### src/rtl/instr_sequencer_pkg.sv
// -----------------------------------------------------------------------------
// instr_sequencer_pkg
//   Shared types and constants for the instruction sequencer slice:
//   sequencer state enum, instruction width and the opcodes the sequencer
//   itself interprets (END terminates a program, NOP is issued like any other).
// -----------------------------------------------------------------------------
package instr_sequencer_pkg;

    localparam int INSTR_W = 16;

    localparam logic [3:0] OP_END = 4'hF;
    localparam logic [3:0] OP_NOP = 4'h0;

    typedef enum logic [1:0] {
        IDLE = 2'd0,
        RUN  = 2'd1,
        DONE = 2'd2
    } seq_state_t;

    // Opcode lives in the top nibble of the instruction byte.
    function automatic logic [3:0] opcode_of(input logic [INSTR_W-1:0] instr);
        return instr[INSTR_W-1 -: 4];
    endfunction

endpackage

### src/rtl/seq_prog_mem.sv
// -----------------------------------------------------------------------------
// seq_prog_mem
//   DEPTH x INSTR_W program register file with asynchronous clear,
//   synchronous gated write and combinational read.
//
//   clk    in   clock
//   rst    in   asynchronous active-high clear of every entry (to NOP)
//   we     in   write strobe (already qualified by enable and FSM state)
//   waddr  in   write address
//   wdata  in   write data
//   raddr  in   read address
//   rdata  out  mem[raddr], combinational
// -----------------------------------------------------------------------------
module seq_prog_mem
    import instr_sequencer_pkg::*;
#(
    parameter int DEPTH  = 8,
    parameter int ADDR_W = 3
) (
    input  logic               clk,
    input  logic               rst,
    input  logic               we,
    input  logic [ADDR_W-1:0]  waddr,
    input  logic [INSTR_W-1:0] wdata,
    input  logic [ADDR_W-1:0]  raddr,
    output logic [INSTR_W-1:0] rdata
);

    logic [INSTR_W-1:0] mem [DEPTH];

    // NOTE: this array is built from flops, so it may (and must) be reset;
    // an SRAM macro could not be cleared this way.
    always_ff @(posedge clk or posedge rst) begin
        if (rst) begin
            for (int i = 0; i < DEPTH; i++) begin
                mem[i] <= '0;
            end
        end else if (we) begin
            mem[waddr] <= wdata;
        end
    end

    assign rdata = mem[raddr];

endmodule

### src/rtl/instr_sequencer.sv
// -----------------------------------------------------------------------------
// instr_sequencer
//   Program buffer and issue stage feeding the compute unit. Holds a short
//   program and, once started, replays one instruction per enabled cycle onto
//   cu_ui / cu_uio until an END opcode, the last entry (loop_en=0) or stop.
//
//   Optional build macro INSTR_SEQUENCER_STEP_EN: adds a 'step' input; in RUN
//   a fetch/issue (and END detection) only happens on step & ena cycles.
//
//   clk, rst       clock, asynchronous active-high reset
//   ena            global enable; low freezes every register and the memory
//   wr_en/addr/data program write port (refused while running -> wr_err)
//   start/stop     begin at entry 0 / abort (stop wins)
//   loop_en        wrap from the last entry back to 0
//   cu_ui, cu_uio  instruction / operand bytes to the compute unit
//   issue_valid    cu_ui/cu_uio carry an instruction this cycle
//   busy, done     state is RUN / DONE
//   wr_err         one-cycle pulse for a write attempted while running
//   pc             next entry to issue
// -----------------------------------------------------------------------------
module instr_sequencer
    import instr_sequencer_pkg::*;
#(
    parameter int DEPTH  = 8,
    parameter int ADDR_W = 3
) (
    input  logic               clk,
    input  logic               rst,
    input  logic               ena,
    input  logic               wr_en,
    input  logic [ADDR_W-1:0]  wr_addr,
    input  logic [INSTR_W-1:0] wr_data,
    input  logic               start,
    input  logic               stop,
    input  logic               loop_en,
`ifdef INSTR_SEQUENCER_STEP_EN
    input  logic               step,
`endif
    output logic [7:0]         cu_ui,
    output logic [7:0]         cu_uio,
    output logic               issue_valid,
    output logic               busy,
    output logic               done,
    output logic               wr_err,
    output logic [ADDR_W-1:0]  pc
);

    seq_state_t         state_q, state_d;
    logic [ADDR_W-1:0]  pc_q, pc_d;
    logic [7:0]         ui_q, ui_d, uio_q, uio_d;
    logic               valid_q, valid_d;
    logic               wr_err_q, wr_err_d;
    // Set after the last entry issues with loop_en low: the next fetch slot
    // ends the program instead of issuing entry 0 again.
    logic               finish_q, finish_d;
    logic               fetch_ok;
    logic [INSTR_W-1:0] rd_instr;

`ifdef INSTR_SEQUENCER_STEP_EN
    assign fetch_ok = step;
`else
    assign fetch_ok = 1'b1;
`endif

    seq_prog_mem #(.DEPTH(DEPTH), .ADDR_W(ADDR_W)) u_mem (
        .clk   (clk),
        .rst   (rst),
        .we    (wr_en && ena && (state_q != RUN)),
        .waddr (wr_addr),
        .wdata (wr_data),
        .raddr (pc_q),
        .rdata (rd_instr)
    );

    // NOTE: every signal is given a hold/default value before the case so no
    // path leaves it unassigned, which would infer a latch.
    always_comb begin
        state_d  = state_q;
        pc_d     = pc_q;
        ui_d     = ui_q;
        uio_d    = uio_q;
        valid_d  = valid_q;
        finish_d = finish_q;
        wr_err_d = wr_en && (state_q == RUN);

        unique case (state_q)
            IDLE: begin
                if (start && !stop) begin
                    state_d  = RUN;
                    pc_d     = '0;
                    finish_d = 1'b0;
                end
            end
            RUN: begin
                if (stop) begin
                    state_d  = IDLE;
                    ui_d     = {OP_NOP, 4'h0};
                    uio_d    = '0;
                    valid_d  = 1'b0;
                    finish_d = 1'b0;
                end else if (fetch_ok) begin
                    if (finish_q || opcode_of(rd_instr) == OP_END) begin
                        state_d  = DONE;
                        ui_d     = {OP_NOP, 4'h0};
                        uio_d    = '0;
                        valid_d  = 1'b0;
                        finish_d = 1'b0;
                    end else begin
                        ui_d     = rd_instr[15:8];
                        uio_d    = rd_instr[7:0];
                        valid_d  = 1'b1;
                        pc_d     = pc_q + 1'b1;  // wraps to 0 after the last entry
                        finish_d = (pc_q == ADDR_W'(DEPTH - 1)) && !loop_en;
                    end
                end else begin
                    valid_d = 1'b0;
                end
            end
            DONE: begin
                if (stop) begin
                    state_d = IDLE;
                end else if (start) begin
                    state_d  = RUN;
                    pc_d     = '0;
                    finish_d = 1'b0;
                end
            end
            default: begin
                state_d = IDLE;
            end
        endcase
    end

    // NOTE: sequential state uses non-blocking assignments so every register
    // samples the pre-edge values regardless of statement order.
    always_ff @(posedge clk or posedge rst) begin
        if (rst) begin
            state_q  <= IDLE;
            pc_q     <= '0;
            ui_q     <= '0;
            uio_q    <= '0;
            valid_q  <= 1'b0;
            wr_err_q <= 1'b0;
            finish_q <= 1'b0;
        end else if (ena) begin
            state_q  <= state_d;
            pc_q     <= pc_d;
            ui_q     <= ui_d;
            uio_q    <= uio_d;
            valid_q  <= valid_d;
            wr_err_q <= wr_err_d;
            finish_q <= finish_d;
        end
    end

    assign cu_ui       = ui_q;
    assign cu_uio      = uio_q;
    assign issue_valid = valid_q;
    assign busy        = (state_q == RUN);
    assign done        = (state_q == DONE);
    assign wr_err      = wr_err_q;
    assign pc          = pc_q;

endmodule

### config.mk
export PLATFORM = sky130hd
export DESIGN_NAME = instr_sequencer
export DESIGN_NICKNAME = d
export VERILOG_FILES = /design/src/rtl/instr_sequencer_pkg.sv /design/src/rtl/seq_prog_mem.sv /design/src/rtl/instr_sequencer.sv
export SDC_FILE = /design/constraint.sdc
export NUM_CORES = 1
export LEC_CHECK = 0
export CORE_MARGIN = 2
export CORE_UTILIZATION = 50
export CTS_CLUSTER_SIZE = 20
export DETAILED_ROUTE_END_ITERATION = 7
export PLACE_DENSITY = 0.68
export SLEW_MARGIN = 20
export SYNTH_ARGS = -nofsm -noshare
export SYNTH_HDL_FRONTEND = slang
export SYNTH_SLANG_ARGS = --single-unit
### constraint.sdc
create_clock -name clk -period 9.1 [get_ports clk]
set_input_delay 1.365 -clock clk [delete_from_list [all_inputs] [get_ports clk]]
set_output_delay 1.365 -clock clk [all_outputs]
set_load 0.03 [all_outputs]
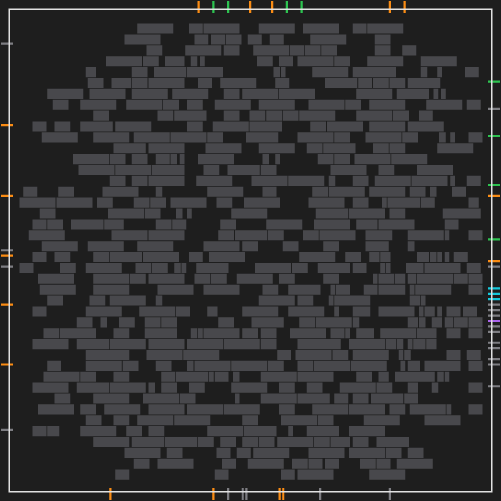
io_placement.png
Scale: 4 px per um. Pins as bars across the die edge, other pins in gray.
Key: purple = start [pins 1, direction input, edge right]; orange = wr_data [pins 16, direction input, edge 5 top, 5 left, 4 bottom, 2 right]; green = cu_uio [pins 8, direction output, edge 4 right, 4 top]; cyan = wr_addr [pins 3, direction input, edge right]
All pins by edge: 22 right, 9 left, 9 bottom, 9 top.
die boundary height: 120 um
Die Span X: 120 um
total of buffers placed on input and output ports: 48

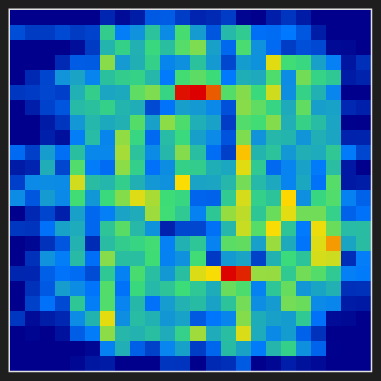
metal_density.png
Scale: 3 px per um. 24 x 24 tiles, from dark blue (low) to red (high), scaled to the fullest tile. Values are wire area over tile area, all layers added.
The fullest tile reaches 0.49. 13% of the tiles are nearly empty. 17% of the tiles are over half the peak.
detailed-route via count: 3855
routed length per placed instance: 20.9 um
post-detailed-routing wire length: 14100 um
GR Util All Layers: 21.3%

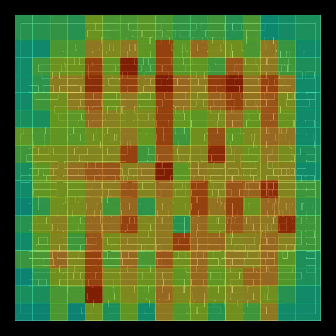
congestion.png
final cell utilization of the core: 60.6%
met3 track demand over resource in global routing: 4.43%
peak-usage layer in the global routing report: met2

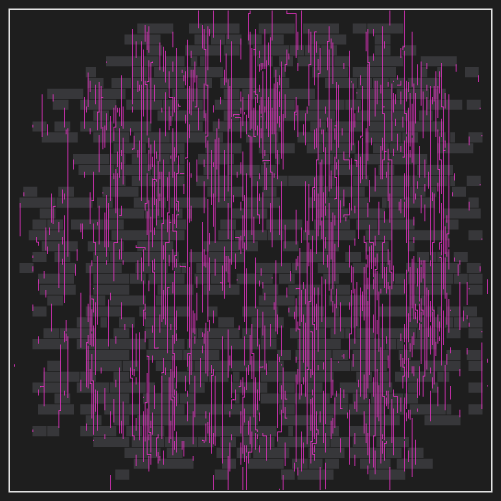
layer_met2.png
Scale: 4 px per um.
The longest straight run is 45.6 um. 463 nets have wire on it. The wires run mostly vertical. The layer holds 48% of the routed length. The layer carries 6710 um of wire.
fraction of met2 tracks used by global routing: 32.1%

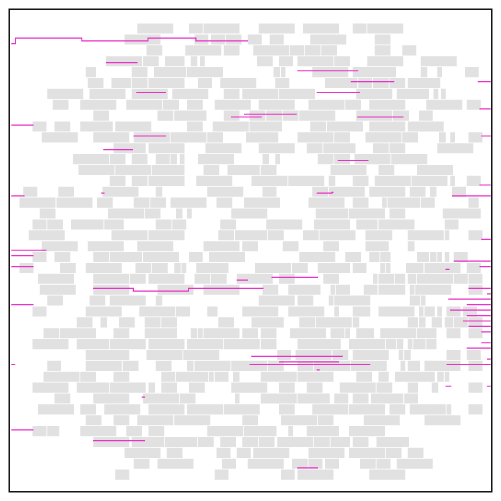
layer_met3.png
Scale: 4 px per um.
The layer holds 3.3% of the routed length. 39 nets have wire on it.

==> out/writeup.txt <==
The switching power summed over all nets came out at 0.000750 W. At the floorplan stage, the core utilization is reported as 51.0%. The tools report the count of final setup violators as 0.

Per the post-synthesis report, the number of cells in the design is 430. The floorplan report gives the top-level pin count as 49. In this run the core area contains 42 standard-cell rows.

For the pin with the worst max-slew slack, the measured transition is 1.11 ns. Sorting the Yosys area breakdown by cell type puts at the top sky130_fd_sc_hd__dfrtp_1. The design area is 8030 sq um, and the clock period minus final worst setup slack is 3.67 ns. Final setup skew: 0.00677 ns. The tools report the critical path launch point type as an input pin.

The chip area line in the Yosys stat output reads 6760 sq um. After legalization and detailed placement, the total HPWL measured 8220 um. The initial antenna violation count was 0.

In this run, synthesis inferred 0 flip-flops with an integrated enable. For reference, XOR and XNOR gates occupy 0% of the area reported after synthesis. The tools report the H-tree level count as 4. Setup repair after global routing left no endpoint under its margin. TritonCTS built the clock tree. The logs give 0 for the total of warnings raised by yosys and 25.9% for the tightest slew margin relative to the limit.

The flow ran to the end, and the final reports show no timing, DRC or antenna violations. The run gives 6760 sq um as the netlist area before placement. For the post-detailed-route count of antenna-violating nets, the log shows 0.

The power density over cell area is 313 nW/um^2. A synthesized cell averages 15.7 sq um. Pins over their slew limit in the final report were tallied at 0. With the maximum fanout count along the critical path at 16, the initial DRC count is 216.

The logs give 152 for the number of sinks driven by the clock tree and 3.50 nW for the leakage power of the design. Routability-driven placement finished with a final weighted congestion of 0.745. The run gives 4035 as the via count of the first global-routing pass.

Sorting the synthesis cell report by count puts at the top sky130_fd_sc_hd__dfrtp_1. The part of the total power dissipated in combinational logic was 31.6%. The number of cells reported by Yosys stat comes to 430.

Of the total power, the clock network draws 28.7%.
==> critical path, cell delays in order <==
cell	delay, ns
sky130_fd_sc_hd__clkdlybuf4s50_1	0.57
sky130_fd_sc_hd__nand2_1	0.14
sky130_fd_sc_hd__or3_1	0.50
sky130_fd_sc_hd__nor3b_4	0.97
sky130_fd_sc_hd__mux2_2	0.42
==> layout make-up <==
type | count | area, sq um
repair buffers | 57 | 563
clock inverters | 9 | 120
flip-flops and latches | 152 | 3800
inverters | 6 | 27.5
well taps | 176 | 220
multi-input cells | 249 | 2810
fillers | 1032 | 5210
clock buffers | 23 | 488
==> flip-flops by register name, summed over array words and instances, names as in the netlist <==
name         cells
finish_q         1
pc               3
issue_valid      1
cu_uio           8
state_q          2
cu_ui            8
wr_err           1
u_mem.mem      128
==> kinds of logic (layout without fill, tap and decap cells) <==
kind of cell               Yosys count  in the layout
muxes                              179            179
DFF                                152            152
and+or+nand+nor                     43             43
buffers and inverters               29             95
AOI/OAI and AO/OA                   25             25
adders and majority gates            2              2
==> stage by stage <==
stage | setup WS (ns) | total power, W | cells | hold WS (ns)
global route | 5.36 | 0.00265 | 672 | 0.510
finish | 5.43 | 0.00252 | 672 | 0.478
detailed placement | 5.02 | 0.00181 | 639 | 0.465
global placement | 5.06 | 0.00178 | 636 | 0.463
floorplan | 3.64 | 0.00157 | 430 | 0.470
CTS | 5.45 | 0.00254 | 671 | 0.479
==> cells in the final DEF (no fill, tap or decap), types with 3 or more instances in the layout <==
master | netlist | routed
sky130_fd_sc_hd__buf_4 | 2 | 6
sky130_fd_sc_hd__bufinv_16 | 0 | 3
sky130_fd_sc_hd__clkbuf_16 | 0 | 17
sky130_fd_sc_hd__clkbuf_8 | 0 | 4
sky130_fd_sc_hd__clkdlybuf4s50_1 | 0 | 48
sky130_fd_sc_hd__clkinv_2 | 0 | 6
sky130_fd_sc_hd__dfrtp_1 | 152 | 151
sky130_fd_sc_hd__inv_1 | 6 | 5
sky130_fd_sc_hd__mux2_2 | 128 | 128
sky130_fd_sc_hd__mux2i_1 | 19 | 19
sky130_fd_sc_hd__mux4_2 | 32 | 32
sky130_fd_sc_hd__nand2_1 | 26 | 26
sky130_fd_sc_hd__nand3b_1 | 4 | 4
sky130_fd_sc_hd__o21ai_1 | 16 | 16
==> routing by layer <==
layer / wire (um) / GRT usage (%) / part of all wire (%)
met1: 6610 / 30.4 / 47
met2: 6710 / 32.1 / 48
met3: 458 / 4.43 / 3.3
met4: 274 / 9.01 / 1.9
met5: 0 / 0 / 0
==> worst paths after layout <==
check	from	end	slack, ns	depth (start not counted)
worst max-delay path	ena	u_mem.mem[86]$_DFFE_PP0P_	5.43	5
worst min-delay path	issue_valid$_DFFE_PP0P_	issue_valid$_DFFE_PP0P_	0.48	2
worst max register to register	pc[0]$_DFFE_PP0P_	pc[0]$_DFFE_PP0P_	6.47	6
worst min register to register	issue_valid$_DFFE_PP0P_	issue_valid$_DFFE_PP0P_	0.48	2
max in group asynchronous	rst	u_mem.mem[32]$_DFFE_PP0P_	6.28	3
min in group asynchronous	rst	u_mem.mem[43]$_DFFE_PP0P_	1.49	2
Power figures rest on the tool's default switching activity, not on a simulated workload.
